<file path="src/rtl/intc_pkg.sv">
// intc_pkg: register map, source modes and FSM encodings shared by the interrupt controller.
package intc_pkg;
  localparam int DEV_ADDR_WD = 4;
  localparam logic [DEV_ADDR_WD-1:0] INTC_REG_MASK = 4'h0;
  localparam logic [DEV_ADDR_WD-1:0] INTC_REG_MODE = 4'h1;
  localparam logic [DEV_ADDR_WD-1:0] INTC_REG_PEND = 4'h2;
  localparam logic [DEV_ADDR_WD-1:0] INTC_REG_ISR  = 4'h3;
  localparam logic INTC_MODE_LEVEL = 1'b0;
  localparam logic INTC_MODE_EDGE  = 1'b1;
  localparam int INTC_SRC_TC = 2;
  typedef enum logic [1:0] {
    INTC_ST_IDLE    = 2'd0,
    INTC_ST_REQ     = 2'd1,
    INTC_ST_SERVICE = 2'd2
  } intc_st_e;
endpackage

</file>
<file path="src/rtl/intc_prio.sv">
// intc_prio: lowest-index-wins priority encoder over the eligible sources.
module intc_prio #(
  parameter int NUM_SRC = 6
) (
  input  logic [NUM_SRC-1:0] req_i,
  output logic [2:0]         idx_o,
  output logic               vld_o
);
  always_comb begin
    idx_o = '0;
    for (int i = NUM_SRC - 1; i >= 0; i--) idx_o = req_i[i] ? i[2:0] : idx_o;
  end
  assign vld_o = |req_i;
endmodule

</file>
<file path="src/rtl/intc.sv">
// intc: latches, masks and prioritises interrupt sources and tracks one in-service
// interrupt through an ack / end-of-interrupt handshake toward CP0.
module intc
  import intc_pkg::*;
#(
  parameter int NUM_SRC = 6
) (
  input  logic                   clk_i,
  input  logic                   rst_n_i,
  input  logic                   we_i,
  input  logic [DEV_ADDR_WD-1:0] add_i,
  input  logic [31:0]            dat_i,
  output logic [31:0]            dat_o,
  input  logic [NUM_SRC-1:0]     irq_src_i,
  output logic                   int_req_o,
  output logic [2:0]             int_id_o,
  input  logic                   int_ack_i,
  input  logic                   int_eoi_i
);
  intc_st_e state_q, state_d;
  logic [NUM_SRC-1:0] mask_q, mode_q, pend_q, pend_d, prev_q, isr_q, isr_d;
  logic [NUM_SRC-1:0] elig, edge_set, w1c, ack_clr;
  logic [2:0] id_q, id_d, best;
  logic req_q, req_d, best_vld, ack_take, eoi_take;
  logic wr_mask, wr_mode, wr_pend, unused_dat;
  assign wr_mask = we_i && (add_i == INTC_REG_MASK);
  assign wr_mode = we_i && (add_i == INTC_REG_MODE);
  assign wr_pend = we_i && (add_i == INTC_REG_PEND);
  assign ack_take = (state_q == INTC_ST_REQ) && int_ack_i;
  assign eoi_take = (state_q == INTC_ST_SERVICE) && int_eoi_i;
  assign edge_set = irq_src_i & ~prev_q;
  assign w1c = wr_pend ? dat_i[NUM_SRC-1:0] : '0;
  assign ack_clr = ack_take ? (NUM_SRC'(1) << id_q) : '0;
  // No nesting: any in-service source blocks every request.
  assign elig = (|isr_q) ? '0 : (pend_q & mask_q);
  assign unused_dat = ^dat_i[31:NUM_SRC];
  intc_prio #(.NUM_SRC(NUM_SRC)) u_prio (
    .req_i(elig),
    .idx_o(best),
    .vld_o(best_vld)
  );
  // A new edge beats a same-cycle W1C or ack clear.
  always_comb begin
    pend_d = '0;
    for (int i = 0; i < NUM_SRC; i++)
      pend_d[i] = (mode_q[i] == INTC_MODE_EDGE) ? (edge_set[i] | (pend_q[i] & ~w1c[i] & ~ack_clr[i]))
                                                : irq_src_i[i];
  end
  always_comb begin
    state_d = (state_q == INTC_ST_IDLE)    ? (best_vld ? INTC_ST_REQ : INTC_ST_IDLE) :
              (state_q == INTC_ST_REQ)     ? (int_ack_i ? INTC_ST_SERVICE : best_vld ? INTC_ST_REQ : INTC_ST_IDLE) :
              (state_q == INTC_ST_SERVICE) ? (int_eoi_i ? INTC_ST_IDLE : INTC_ST_SERVICE) :
                                             INTC_ST_IDLE;
  end
  always_comb begin
    req_d = (state_d == INTC_ST_REQ);
    id_d  = req_d ? best : id_q;
    isr_d = ack_take ? (NUM_SRC'(1) << id_q) : eoi_take ? '0 : isr_q;
  end
  always_ff @(posedge clk_i or negedge rst_n_i) begin
    if (!rst_n_i) begin
      state_q <= INTC_ST_IDLE;
      mask_q  <= '0;
      mode_q  <= '0;
      pend_q  <= '0;
      prev_q  <= '0;
      isr_q   <= '0;
      req_q   <= 1'b0;
      id_q    <= '0;
    end else begin
      state_q <= state_d;
      mask_q  <= wr_mask ? dat_i[NUM_SRC-1:0] : mask_q;
      mode_q  <= wr_mode ? dat_i[NUM_SRC-1:0] : mode_q;
      pend_q  <= pend_d;
      prev_q  <= irq_src_i;
      isr_q   <= isr_d;
      req_q   <= req_d;
      id_q    <= id_d;
    end
  end
  always_comb begin
    dat_o = (add_i == INTC_REG_MASK) ? 32'(mask_q) :
            (add_i == INTC_REG_MODE) ? 32'(mode_q) :
            (add_i == INTC_REG_PEND) ? 32'(pend_q) :
            (add_i == INTC_REG_ISR)  ? 32'(isr_q)  : 32'h0;
  end
  assign int_req_o = req_q;
  assign int_id_o  = id_q;
endmodule

</file>
<file path="config.mk">
export PLATFORM = sky130hd
export DESIGN_NAME = intc
export DESIGN_NICKNAME = d
export VERILOG_FILES = /design/src/rtl/intc_pkg.sv /design/src/rtl/intc_prio.sv /design/src/rtl/intc.sv
export SDC_FILE = /design/constraint.sdc
export NUM_CORES = 1
export LEC_CHECK = 0
export ABC_AREA = 1
export ABC_CLOCK_PERIOD_IN_PS = 2300
export CELL_PAD_IN_SITES_DETAIL_PLACEMENT = 1
export CELL_PAD_IN_SITES_GLOBAL_PLACEMENT = 1
export CORE_MARGIN = 4
export CORE_UTILIZATION = 32
export CTS_CLUSTER_DIAMETER = 100
export CTS_CLUSTER_SIZE = 14
export DETAILED_ROUTE_END_ITERATION = 10
export HOLD_SLACK_MARGIN = 0.12
export PLACE_DENSITY = 0.85
export SYNTH_ARGS = -nofsm -noshare
export SYNTH_HDL_FRONTEND = slang
export SYNTH_SLANG_ARGS = --single-unit
export TNS_END_PERCENT = 30
</file>
<file path="constraint.sdc">
create_clock -name clk_i -period 2.3 [get_ports clk_i]
set_input_delay 0.46 -clock clk_i [delete_from_list [all_inputs] [get_ports clk_i]]
set_output_delay 0.46 -clock clk_i [all_outputs]
set_load 0.02 [all_outputs]
</file>
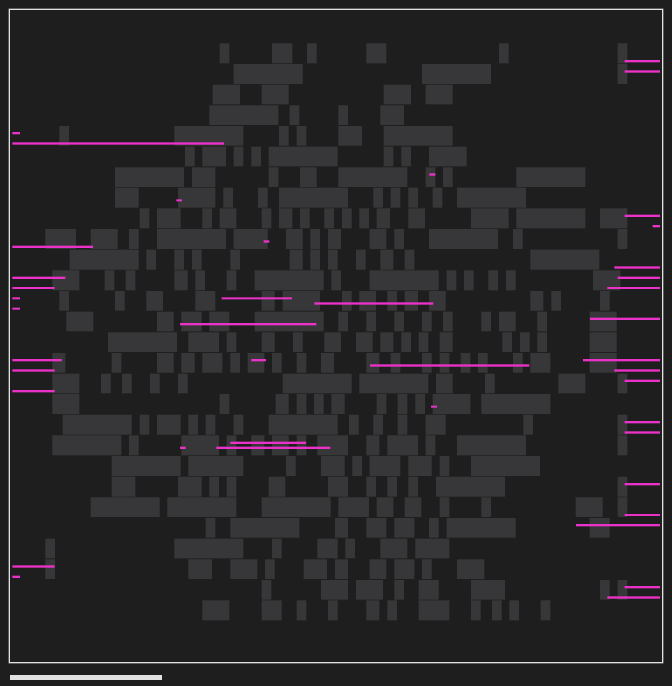
(images/layer_met3.png)
Bar = 20 µm. Cells faint in the background.
- longest straight run: 27.6 µm
- share of all routed wire: 5.3%
- nets with wire on the layer: 35
- main direction: horizontal
via count of the routed design: 1664
met3 usage: 0.0336
total detailed-routing wirelength: 4960 µm

==> flow_summary.json <==
{
  "seq_area_frac_synth": 0.463,
  "grt_max_degree": 37,
  "grt_pass1_vias": 1744,
  "comb_area_leader": "simple AND/OR/NAND/NOR gates",
  "final_min_period_over_clock_period": 0.958,
  "core_region_area_um2": 5920,
  "synthDominantCellAreaShare": 0.463,
  "library_cell_used_as_clock_root_buffer": "sky130_fd_sc_hd__clkbuf_8",
  "drv_cap": 0,
  "timing_worst_slew_pin_value_ns": 0.526,
  "hold_viol_final": 0,
  "worstPathRequired_ns": 1.84,
  "rsz0062_at_grt": "no",
  "maxClockFrequency_ghz": 0.454,
  "gp_congestion": 0.844,
  "report.power.total_uw": 1810,
  "ys_ff": 36,
  "globalRouteTotalUtil": 0.145,
  "count_of_input_and_output_buffers": 30,
  "criticalPathCategory": "primary input to primary output",
  "vdd_ir_drop_max_mv": 0.390,
  "place_hpwl_um": 3670,
  "final_nets": 333,
  "tool_warnings": 53,
  "fillCellCount": 737,
  "cts.clk_slew.worst_paths_ns": 0.07,
  "syn-mean-instance-area_um2": 8.17,
  "place_inst": 349,
  "die_height_um": 86.0,
  "boundaryPins": 83,
  "cp_data_arrival_time_ns": 1.74,
  "maxSlewViolCount": 0,
  "grt_first_pass_wirelength_um": 8250,
  "layoutNonFillerInstCount": 362,
  "die_area_um2": 7390,
  "cts_tree": "built",
  "fp_util": 0.328,
  "detailedPlace.worstSlack_ns": -0.473,
  "post_synth_num_cell_types": 21,
  "cts.path.max_buffers": 2,
  "detail_route.wl_per_cell_um": 13.7,
  "simple_gate_share": 0.249,
  "aoi_share": 0.112,
  "synthTopCellsByArea": "sky130_fd_sc_hd__dfrtp_1 46%, sky130_fd_sc_hd__nand2_1 14%, sky130_fd_sc_hd__buf_4 10%",
  "remaining_drc_errors": 0,
  "period_needed_ns": 2.20,
  "yosys.stat.chipArea_um2": 1940,
  "cts.hold.buffers_added": 0,
  "cts.sinks": 36,
  "cts_h_tree_depth": 2,
  "final-seq-area_um2": 901,
  "hold_path.class": "register to register",
  "place_area_um2": 2280,
  "synth-xor-area-share": 0,
  "drt.antenna.violating_nets": 0,
  "critical_path_peak_fanout": 5,
  "relSlewSlack": 0.648,
  "final-setup-viol-count": 0,
  "clkLatencyLatePin_ns": 0.29,
  "area_growth_syn_to_layout_pct": 25.2,
  "cts-buffers-inserted": 5,
  "mi_logic_area_um2": 811,
  "drt_first_iter_violations": 78,
  "worstSetupEndpointType": "primary output",
  "num_rows": 28,
  "synth_warnings": 0,
  "grt_antenna_before_repair": 0,
  "chip_width_um": 86.0,
  "grt-ovfl-total": 0,
  "insertedDiodeCount": 0,
  "layout_cells_sized_above_1": 0.174,
  "post_synth_mux_area_share": 0,
  "synthDominantAreaCellType": "sky130_fd_sc_hd__dfrtp_1",
  "setup-tns-final_ns": 0,
  "synth.yosys.num_cells": 238,
  "power.leakage_uw": 0.00128,
  "final.setup.worst_slack_ns": 0.0962,
  "cell_area_after_technology_mapping_um2": 1940,
  "run_status": "finished, final reports clean",
  "first_pass_iters": 4,
  "post_synth_inst_count": 238,
  "avgViaCountPerCell": 4.60,
  "fa_ha_area_frac": 0,
  "crit_path_launch_type": "primary input",
  "pwr_density_cell_nw_per_um2": 744,
  "post-route-cell-area_um2": 2430
}
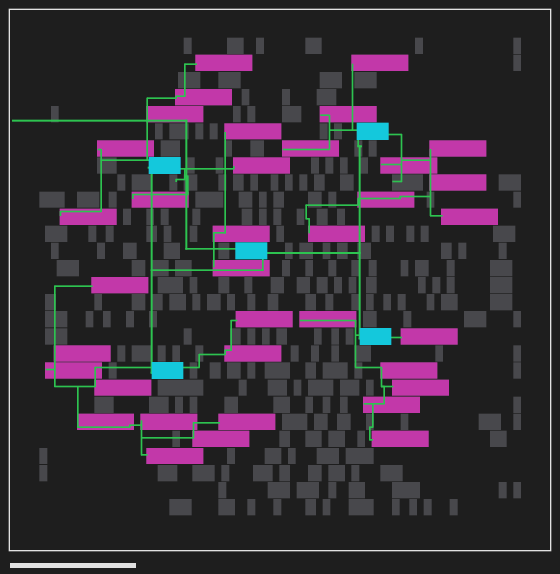
(images/clk_routes.png)
Bar = 20 µm.
- flip-flops: magenta (count 36)
- clock drivers: cyan (count 5)
- clock wires: green (length 500 µm)
- routed clock nets: 6
clock-net power: 472 µW
Clock Skews: 0.0112 ns
Clk network pwr share: 0.261

==> registers in the layout, indices dropped and copies added (netlist names) <==
register / count
isr_q: 6
int_id_o: 3
prev_q: 6
int_req_o: 1
mode_q: 6
state_q: 2
mask_q: 6
pend_q: 6
==> synth_stat cells (all sizes together) <==
library cell,number
nand3,8
o22ai,5
o21ai,19
nor2,12
o31ai,1
dfrtp,36
conb,1
inv,32
nand4,12
buf,28
o2111ai,1
a21oi,6
nand2,77
==> what timing repair did <==
item,CTS,global route
gates cloned,0,0
buffers inserted,4,1
endpoints found under the setup margin,6,6
pin swaps,3,4
resized,28,7
==> worst paths after layout <==
| kind | startpoint | to | slack, ns | depth (start not counted) |
|---|---|---|---|---|
| min in group asynchronous | rst_n_i | isr_q[0]$_DFFE_PN0P_ | 0.60 | 2 |
| hold reg to reg | prev_q[1]$_DFF_PN0_ | pend_q[1]$_DFF_PN0_ | 0.50 | 3 |
| setup reg to reg | state_q[0]$_DFF_PN0_ | isr_q[4]$_DFFE_PN0P_ | 0.81 | 5 |
| hold / removal | prev_q[1]$_DFF_PN0_ | pend_q[1]$_DFF_PN0_ | 0.50 | 3 |
| setup / recovery | add_i[0] | dat_o[1] | 0.1 | 8 |
| max in group asynchronous | rst_n_i | isr_q[4]$_DFFE_PN0P_ | 1.37 | 2 |
==> logic make-up after synthesis <==
group           after synthesis
compound gates               32
flops                        36
simple gates                109
other cells                   1
buf+inv                      60
==> cell type report <==
cell class              count  share of cell area
flip-flops and latches     36               0.370
clock inverters             1             0.00308
well taps                  75              0.0386
inverters                  32              0.0494
repair buffers             44               0.170
multi-input cells         167               0.333
clock buffers               7              0.0355
==> power breakdown <==
part	internal (µW)	leakage (µW)	switching (µW)
Combinational	179	0.000786	287
Clock	243	0.0000445	229
Sequential	765	0.000447	107
==> stage by stage <==
step | util | hold WS, ns
5_1_grt | 0.411 | 0.539
3_5_place_dp | 0.385 | 0.493
4_1_cts | 0.406 | 0.506
6_report | 0.411 | 0.496
2_1_floorplan | - | 0.164
3_3_place_gp | 0.385 | 0.479
==> routing by layer <==
metal | part of all wire | up-vias | global-route usage
met4 | 0.020 | 0 | 0.0590
met3 | 0.053 | 10 | 0.0336
met1 | 0.43 | 807 | 0.177
li1 | - | 803 | -
met2 | 0.49 | 44 | 0.245
met5 | 0 | - | 0
==> worst max-delay path, stage by stage <==
cell                              delay [ns]
sky130_fd_sc_hd__clkdlybuf4s50_1        0.50
sky130_fd_sc_hd__inv_1                  0.06
sky130_fd_sc_hd__buf_4                  0.14
sky130_fd_sc_hd__nor2_4                 0.17
sky130_fd_sc_hd__buf_4                  0.14
sky130_fd_sc_hd__a21oi_1                0.05
sky130_fd_sc_hd__nand2_1                0.09
sky130_fd_sc_hd__buf_6                  0.12
==> layout by cell type (no fill, tap or decap), drive strengths merged <==
cell type      Yosys  routed
inv               32      32
nand4             12      12
a21oi              6       6
conb               1      26
clkinvlp           0       1
nor2              12      12
dfrtp             36      36
buf               28      20
o21ai             19      19
nand3              8       8
dlymetal6s2s       0       2
o2111ai            1       1
nand2             77      77
o22ai              5       5
clkbuf             0       7
o31ai              1       1
clkdlybuf4s50      0      22
No activity file was given, so power comes from the tool's default toggle rates.
